### Power grid

Scale bar: 20 um. Pins as bars on the die edge. Tap cells in grey.
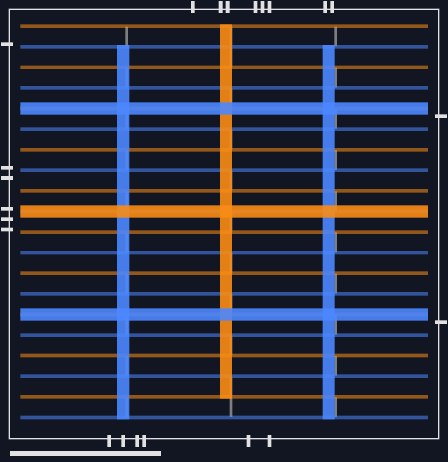
### Cell classes on the final placement

Scale bar: 20 um.
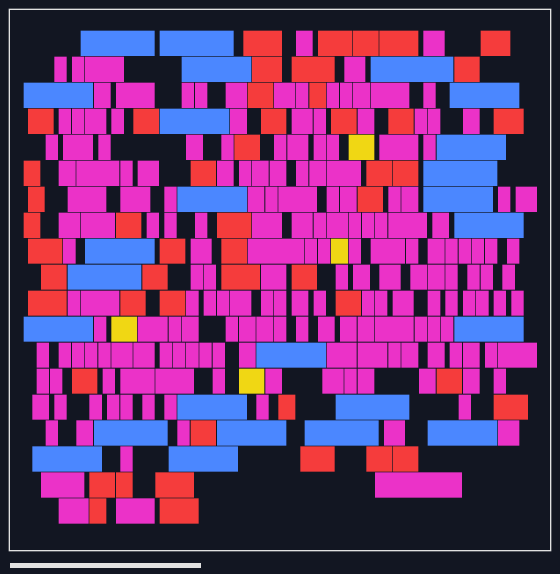
### Clock network drawn from the DEF

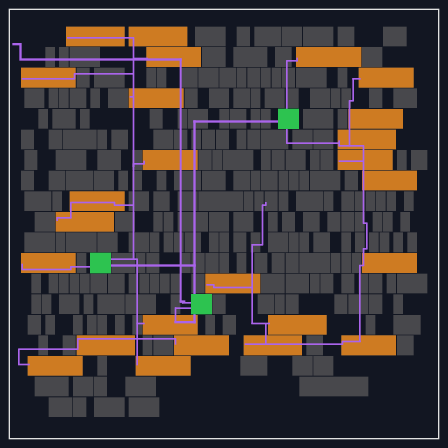
### Metal layers overlaid

Scale bar: 20 um. Only two layers are drawn.
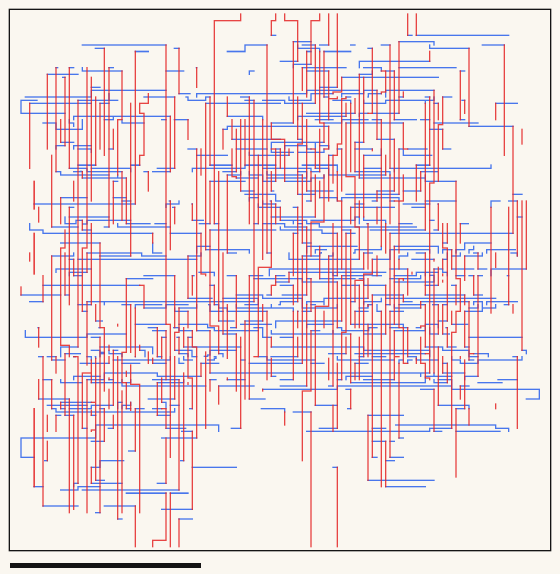
File: config.mk
export PLATFORM = sky130hd
export DESIGN_NAME = match_ctrl
export DESIGN_NICKNAME = d
export VERILOG_FILES = /design/src/rtl/pong_pkg.sv /design/src/rtl/score_counter.sv /design/src/rtl/match_ctrl.sv
export SDC_FILE = /design/constraint.sdc
export NUM_CORES = 1
export LEC_CHECK = 0
export ABC_AREA = 1
export CORE_MARGIN = 1
export CORE_UTILIZATION = 48
export CTS_CLUSTER_DIAMETER = 50
export CTS_CLUSTER_SIZE = 20
export DETAILED_ROUTE_END_ITERATION = 10
export PLACE_DENSITY = 0.85
export SYNTH_ARGS = -nofsm -noshare
export SYNTH_HDL_FRONTEND = slang
export SYNTH_HIERARCHICAL = 1
export SYNTH_SLANG_ARGS = --single-unit
File: constraint.sdc
create_clock -name clk -period 1.55 [get_ports clk]
set_clock_uncertainty 0.2 [all_clocks]
set_input_delay 0.31 -clock clk [delete_from_list [all_inputs] [get_ports clk]]
set_output_delay 0.31 -clock clk [all_outputs]
set_load 0.02 [all_outputs]
File: src/rtl/pong_pkg.sv
// Shared pong definitions: match FSM state encodings and default game constants,
// used by the match controller and the LED/SSD display decoding.
package pong_pkg;

  typedef enum logic [2:0] {
    ST_IDLE  = 3'd0,
    ST_SERVE = 3'd1,
    ST_PLAY  = 3'd2,
    ST_POINT = 3'd3,
    ST_DONE  = 3'd4,
    ST_PAUSE = 3'd5
  } state_e;

  localparam int DEF_WIN_SCORE   = 10;
  localparam int DEF_SERVE_TICKS = 64;

endpackage

File: src/rtl/score_counter.sv
// Saturating per-player score counter with synchronous clear.
module score_counter #(
  parameter int SCORE_W = 4
) (
  input  logic               clk,
  input  logic               reset,
  input  logic               clr,
  input  logic               inc,
  output logic [SCORE_W-1:0] value
);

  logic [SCORE_W-1:0] value_q, value_d;

  // Next value: clear has priority, increments stop at all-ones instead of wrapping.
  always_comb begin
    value_d = value_q;
    if (clr) begin
      value_d = {SCORE_W{1'b0}};
    end else if (inc && (value_q != {SCORE_W{1'b1}})) begin
      value_d = value_q + SCORE_W'(1);
    end else begin
      value_d = value_q;
    end
  end

  // Score register with synchronous active-low reset.
  always_ff @(posedge clk) begin
    if (!reset) begin
      value_q <= {SCORE_W{1'b0}};
    end else begin
      value_q <= value_d;
    end
  end

  assign value = value_q;

endmodule

File: src/rtl/match_ctrl.sv
// Match/scoring controller: serve timing, point accounting, pause and win detection
// between the ball state machine and the score/LED display logic.
module match_ctrl
  import pong_pkg::*;
#(
  parameter int NUM_PLAYERS = 2,
  parameter int SCORE_W     = 4,
  parameter int WIN_SCORE   = DEF_WIN_SCORE,
  parameter int WIN_BY_TWO  = 0,
  parameter int SERVE_TICKS = DEF_SERVE_TICKS,
  parameter int PID_W       = 1
) (
  input  logic                           clk,
  input  logic                           reset,
  input  logic                           tick,
  input  logic                           start,
  input  logic                           point_valid,
  input  logic [PID_W-1:0]               point_player,
  output logic [NUM_PLAYERS*SCORE_W-1:0] scores,
  output logic [2:0]                     state,
  output logic [PID_W-1:0]               serve_player,
  output logic                           ball_enable,
  output logic                           ball_release,
  output logic [PID_W-1:0]               winner,
  output logic                           winner_valid
);

  localparam int CNT_W = (SERVE_TICKS > 1) ? $clog2(SERVE_TICKS) : 1;

  state_e             state_q, state_d;
  logic               start_q;
  logic               start_rise_s;
  logic [CNT_W-1:0]   serve_cnt_q, serve_cnt_d;
  logic [PID_W-1:0]   serve_player_q, serve_player_d;
  logic [PID_W-1:0]   winner_q, winner_d;
  logic [PID_W-1:0]   scorer_q, scorer_d;
  logic               from_play_q, from_play_d;
  logic               ball_release_q, ball_release_d;
  logic               ball_enable_q, winner_valid_q;
  logic               clr_s, point_ok_s, win_s, lead_ok_s;
  logic [NUM_PLAYERS-1:0] inc_s;
  logic [SCORE_W-1:0] score_arr [NUM_PLAYERS];
  logic [SCORE_W-1:0] scorer_score_s;

  assign start_rise_s = start & ~start_q;
  // Out-of-range scorer indices never reach the counters.
  assign point_ok_s   = point_valid &&
                        ({1'b0, point_player} < (PID_W+1)'(NUM_PLAYERS));

  for (genvar p = 0; p < NUM_PLAYERS; p++) begin : g_score
    score_counter #(.SCORE_W(SCORE_W)) u_score (
      .clk   (clk),
      .reset (reset),
      .clr   (clr_s),
      .inc   (inc_s[p]),
      .value (score_arr[p])
    );
    assign scores[p*SCORE_W +: SCORE_W] = score_arr[p];
  end

  // Route an accepted point in PLAY to the scorer's counter.
  always_comb begin
    inc_s = {NUM_PLAYERS{1'b0}};
    for (int p = 0; p < NUM_PLAYERS; p++) begin
      if ((state_q == ST_PLAY) && point_ok_s && (point_player == PID_W'(p))) begin
        inc_s[p] = 1'b1;
      end else begin
        inc_s[p] = 1'b0;
      end
    end
  end

  // Win test for the last scorer on the registered scores (only the scorer can newly win).
  always_comb begin
    scorer_score_s = {SCORE_W{1'b0}};
    lead_ok_s      = 1'b1;
    win_s          = 1'b0;
    for (int p = 0; p < NUM_PLAYERS; p++) begin
      if (scorer_q == PID_W'(p)) begin
        scorer_score_s = score_arr[p];
      end else begin
        scorer_score_s = scorer_score_s;
      end
    end
    for (int q = 0; q < NUM_PLAYERS; q++) begin
      if ((WIN_BY_TWO != 0) && (scorer_q != PID_W'(q)) &&
          ({1'b0, scorer_score_s} < ({1'b0, score_arr[q]} + (SCORE_W+1)'(2)))) begin
        lead_ok_s = 1'b0;
      end else begin
        lead_ok_s = lead_ok_s;
      end
    end
    win_s = (scorer_score_s >= SCORE_W'(WIN_SCORE)) && lead_ok_s;
  end

  // Next-state logic: serve countdown, point handling, pause/resume and match restart.
  always_comb begin
    state_d        = state_q;
    serve_cnt_d    = serve_cnt_q;
    serve_player_d = serve_player_q;
    winner_d       = winner_q;
    scorer_d       = scorer_q;
    from_play_d    = from_play_q;
    ball_release_d = 1'b0;
    clr_s          = 1'b0;
    case (state_q)
      ST_IDLE: begin
        clr_s = 1'b1;
        if (start_rise_s) begin
          state_d        = ST_SERVE;
          serve_cnt_d    = {CNT_W{1'b0}};
          serve_player_d = {PID_W{1'b0}};
        end else begin
          state_d = ST_IDLE;
        end
      end
      ST_SERVE: begin
        if (!start) begin
          state_d     = ST_PAUSE;
          from_play_d = 1'b0;
        end else if (tick) begin
          if (serve_cnt_q == CNT_W'(SERVE_TICKS - 1)) begin
            state_d        = ST_PLAY;
            serve_cnt_d    = {CNT_W{1'b0}};
            ball_release_d = 1'b1;
          end else begin
            serve_cnt_d = serve_cnt_q + CNT_W'(1);
          end
        end else begin
          state_d = ST_SERVE;
        end
      end
      ST_PLAY: begin
        // A point in the same cycle as start falling is counted before pausing.
        if (point_ok_s) begin
          state_d  = ST_POINT;
          scorer_d = point_player;
        end else if (!start) begin
          state_d     = ST_PAUSE;
          from_play_d = 1'b1;
        end else begin
          state_d = ST_PLAY;
        end
      end
      ST_POINT: begin
        if (win_s) begin
          state_d  = ST_DONE;
          winner_d = scorer_q;
        end else begin
          state_d        = ST_SERVE;
          serve_player_d = scorer_q;
          serve_cnt_d    = {CNT_W{1'b0}};
        end
      end
      ST_DONE: begin
        if (start_rise_s) begin
          state_d        = ST_SERVE;
          clr_s          = 1'b1;
          serve_player_d = winner_q;
          serve_cnt_d    = {CNT_W{1'b0}};
        end else begin
          state_d = ST_DONE;
        end
      end
      ST_PAUSE: begin
        if (start) begin
          state_d = from_play_q ? ST_PLAY : ST_SERVE;
        end else begin
          state_d = ST_PAUSE;
        end
      end
      default: begin
        state_d = ST_IDLE;
      end
    endcase
  end

  // Control registers; outputs are registered from the next-state values.
  always_ff @(posedge clk) begin
    if (!reset) begin
      state_q        <= ST_IDLE;
      start_q        <= 1'b0;
      serve_cnt_q    <= {CNT_W{1'b0}};
      serve_player_q <= {PID_W{1'b0}};
      winner_q       <= {PID_W{1'b0}};
      scorer_q       <= {PID_W{1'b0}};
      from_play_q    <= 1'b0;
      ball_release_q <= 1'b0;
      ball_enable_q  <= 1'b0;
      winner_valid_q <= 1'b0;
    end else begin
      state_q        <= state_d;
      start_q        <= start;
      serve_cnt_q    <= serve_cnt_d;
      serve_player_q <= serve_player_d;
      winner_q       <= winner_d;
      scorer_q       <= scorer_d;
      from_play_q    <= from_play_d;
      ball_release_q <= ball_release_d;
      ball_enable_q  <= (state_d == ST_PLAY);
      winner_valid_q <= (state_d == ST_DONE);
    end
  end

  assign state        = state_q;
  assign serve_player = serve_player_q;
  assign ball_enable  = ball_enable_q;
  assign ball_release = ball_release_q;
  assign winner       = winner_q;
  assign winner_valid = winner_valid_q;

endmodule

==> summary.txt <==
Here are the numbers from the latest Yosys + OpenROAD run.

The total stage count of the critical path is 8. The combinational gate area came out at 878 sq um. The data required time at the worst endpoint came out at 1640 ps.

According to the timing report, the critical path is launched from state[1]. For the final routed database, the setup TNS stands at -68.3 ps. The largest combinational cell category by area is simple AND/OR/NAND/NOR gates. The post-layout net count is 281. The power report attributes to the sequential group a share of 0.524. The count of sequential standard cells came out at 25. Once detailed placement completed, the half-perimeter wirelength came to 2760 um. The layer flagged by global routing as most heavily used is met2. The number of setup buffers added after CTS is 0. The post-route utilization of the core is recorded as 0.721. The sequential group power is between 0.6 and 0.7 mW. The checks that failed: setup timing.

The group that draws the most power in this run is sequential cells. The met2 wirelength from detailed routing came out at 2080 um. The switching portion of total power comes to 0.316. The number of setup violations in the final report came out at 4. The routed length on met1 is 1580 um. The clock share of power is 0.244.

The buffering overhead came out at 0.200. The part of the total power dissipated in combinational logic is 0.232. The register area is 513 sq um. TritonCTS created 3 clock buffers.

The post-CTS hold buffer count recorded in the log is 0. The met1 routing resource usage after global routing is 0.270. The maximum number of pins on one net before global-route repair came out at 15. The number of cells in the yosys synthesis report came out at roughly 220. For reference, the critical path is captured by g_score[0].u_score/value[2]. The worst relative slew slack came out at 0.746.

The cell-mix breakdown from Yosys lists the adder-cell area share as 0.0263. The number of well taps came out at 31. The clock latency on the worst-skew pair is 340 ps. The number of nets in the synthesized netlist is 227. The global routing report lists met2 layer usage as 0.450.

The number of maximum-capacitance violations recorded for the run is 0. The clock buffer instance count of the final layout is 3. Timing analysis after detailed placement gives a worst setup slack of -317 ps. The flow ran to the end, but the final reports show violations.

The fraction of final layout cells with drive strength greater than 1 is 0.354. The most numerous cell type found on the critical path is sky130_fd_sc_hd__nand2_2. The remaining global-route overflow came out at 0. The CTS H-tree depth came out at 1. Grouping stages by cell kind, the critical path spends the most delay in simple AND/OR/NAND/NOR gates. The critical path's slowest stage uses the library cell sky130_fd_sc_hd__dfxtp_4. The final setup slack of the worst path came out at -30.6 ps.

For the combinational group, total power comes out at 0.298 mW. The non-clock inverter count in the final layout came out at 37. The post-synthesis area per instance came out at roughly 6.5 sq um. The clock distribution area overhead in the final layout is 0.0137. The highest metal layer carrying signal wires in the routed design is met4. The highest attainable clock frequency is ~630 MHz.

The area fraction in xor and xnor cells is 0.0123. The biggest slice of the area belongs to combinational gates. The count of buffers inserted at the top-level ports is 21. The yosys synthesis warning count is 6. The simple-gate portion of the synthesized area came out at 0.409. The post-placement cell area is 1880 sq um. The count of placed standard cells including taps came out at 297.

The total internal power came out at 0.878 mW. Post-CTS repair changed the size of around 40 cells.
Back to the opening pictures, 'Power grid':
| net | colour |
|---|---|
| VDD | orange |
| VSS | blue |
met5 straps: 3
signal pins: 22
Max rail drop VDD: 0.699 mV
Die X: 56.5 um
core footprint: 2780 sq um

Back to the opening pictures, 'Cell classes on the final placement':
| class | colour | cells | share of their area |
|---|---|---|---|
| clock drivers and dummy loads | yellow | 4 | 1.4% |
| combinational and other logic | magenta | 192 | 52% |
| sequential cells | blue | 25 | 26% |
| remaining buffers and delay cells | red | 50 | 20% |

Back to the opening pictures, 'Clock network drawn from the DEF':
[clock drivers] green | count: 3
[clock wires] purple | length: 358 um
[flip-flops] orange | count: 25
flops lie: spread over the die

Back to the opening pictures, 'Metal layers overlaid':
| layer | colour | wire length |
|---|---|---|
| metal 1 | blue | 1580 um |
| metal 2 | red | 2080 um |
GRT Total Usage: 0.246
Post-Route WL: 3920 um
via count: 1602
drt wl/cell: 13.0 um

Power is estimated from default activity; no workload was simulated.
